Design color_select_pipe, sky130hd; sources not shown.
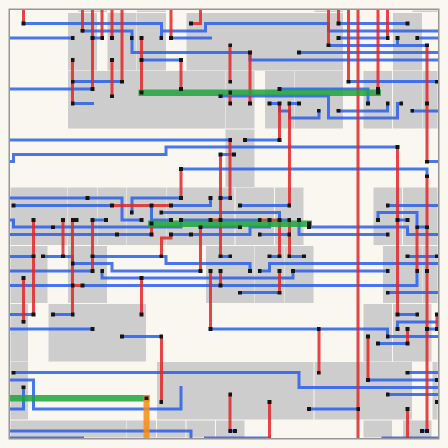
zoom.png
Region (248, 59) to (268, 79) um. Cells in grey, sequential cells in the stronger grey; small squares are vias.
legend:
  met4:
    colour: orange
  met2:
    colour: red
  met1:
    colour: blue
  met3:
    colour: green
cells with their middle in the window: 34
sequential cells in the window: 0
most frequent: nand2_1 (9), inv_1 (5), nor2_1 (5)

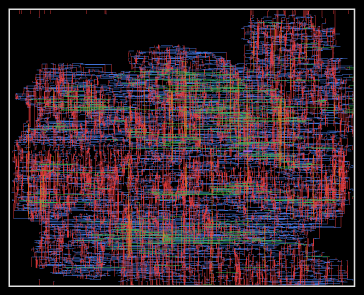
metal_stack.png
Drawn at 1 px/um.
legend:
  met1:
    colour: blue
    wire_length: 50.1 mm
  met4:
    colour: orange
    wire_length: 2200 um
  met2:
    colour: red
    wire_length: 46.0 mm
  met5:
    colour: purple
    wire_length: 7.40 um
  met3:
    colour: green
    wire_length: 7960 um
via count: 31400
Tot GR Track Use: 23.5%
Routed wire per std cell: 17.0 um

==> results.sh <==
# yosys + openroad results
export IMPL_period_minus_slack_ps=11250
export IMPL_post_cts_resized=0
export IMPL_overflow=0
export IMPL_setup_violations_final=0
export IMPL_fp_util_pct=45.8
export IMPL_slowest_stage="inv_1"
export IMPL_syn_area_per_cell_um2=8.47
export IMPL_synth_cells=4969
export IMPL_top_cell_area_share_pct=31.5
export IMPL_min_path_type="reg2reg"
export IMPL_holdWs_ps=196
export IMPL_cts_sinks=294
export IMPL_cpMostUsedCell="fa_1"
export IMPL_antenna_cells=0
export IMPL_log_warning_count=32
export IMPL_finalWeightedCongestion=0.915
export IMPL_cts_root_buf="clkbuf_16"
export IMPL_outcome="completed"
export IMPL_die_area_mm2=0.0947
export IMPL_regToRegSetupSlack_ps=4750
export IMPL_tns_ps=0
export IMPL_drt_wl_total_um=106000
export IMPL_worstSkewPairLatency_ps=550
export IMPL_edf_count=0
export IMPL_fill_cells=8936
export IMPL_post_route_drc_count=0
export IMPL_final_area_mm2=0.0457
export IMPL_cts_made_buffers=35
export IMPL_reg2reg_depth=40
export IMPL_crit_fanout=21
export IMPL_coreArea_mm2=0.0919
export IMPL_antenna_left=0
export IMPL_fmax_ghz=0.0889
export IMPL_min_path_cells=0
export IMPL_hold_viol=0
export IMPL_cp_required_ps=16240
export IMPL_std_cell_rows=99
export IMPL_critPathCaptureType="flip-flop"
export IMPL_grt_max_degree=162
export IMPL_synth_flops=294
export IMPL_synth_seq_share_pct=17.6
export IMPL_chipWidth_um=344
export IMPL_htreeDepth=2
export IMPL_synth_area_leader_cell="fa_1"
==> cells in the mapped netlist, drive strengths merged, types with 2 or more instances <==
cell type     n
a21oi       194
nand4        22
a211oi        3
dfstp        29
a31oi        11
o2111ai       2
nor2        326
buf          46
inv        1198
nand2      1001
o211ai        7
and2          4
o21bai       37
nand3        94
o31ai         7
clkinv        6
o21a          2
dfrtp       265
nor3         22
xor2         51
o21ai       225
nand3b        4
or2          47
a21boi        2
mux2         26
o22ai        28
clkbuf      128
nor4          2
nor3b         4
xnor2        33
a221oi        3
fa          662
a21o          5
ha          454
o221ai       10
a22oi         2
==> worst max-delay path: cells and delay by family, from the launching register on <==
| kind | cells | cell delay [ps] |
|---|---|---|
| AOI/OAI and AO/OA | 9 | 2080 |
| xor gates and xnor gates | 1 | 520 |
| adders and majority gates | 12 | 5220 |
| buffers and inverters | 7 | 1390 |
| DFF | 1 | 490 |
| and+or+nand+nor | 11 | 1210 |
==> stage by stage <==
| step | instances | setup slack, ps |
|---|---|---|
| 2_1_floorplan | 4988 | 6710 |
| 6_report | 6263 | 4750 |
| 3_3_place_gp | 6199 | 4800 |
| 4_1_cts | 6262 | 4690 |
| 5_1_grt | 6263 | 4060 |
| 3_5_place_dp | 6199 | 4720 |
==> cell type report <==
cell class	count	area, um2	area share (%)
multi-input combinational	3316	29400	64.4
sequential	294	7400	16.2
inverter	1204	4540	9.93
timing repair buffer	174	1680	3.68
tap	1212	1520	3.32
clock buffer	50	982	2.15
clock inverter	13	166	0.364
==> routing by layer <==
layer  wire, um  vias to the layer above  part of all wire, %  global-route usage [%]
li1           -                    15000                    -                       -
met1      50100                    15300                   47                    33.9
met2      46000                      860                   43                    36.6
met3       7960                      124                  7.5                    4.67
met4       2200                        2                  2.1                    5.10
met5          7                        -               0.0066                       0
==> cell families (layout without fill, tap and decap cells) <==
group | after synthesis | after routing | share of synthesized area [%]
flip-flops | 294 | 294 | 17.6
adder cells (fa/ha/maj) | 1116 | 1116 | 45.0
other | 1 | 20 | 0.00891
AND/OR/NAND/NOR | 1527 | 1527 | 15.1
XOR/XNOR | 84 | 84 | 1.75
multiplexers | 26 | 26 | 0.696
AND-OR/OR-AND | 543 | 543 | 7.16
buffers and inverters | 1378 | 1441 | 12.7
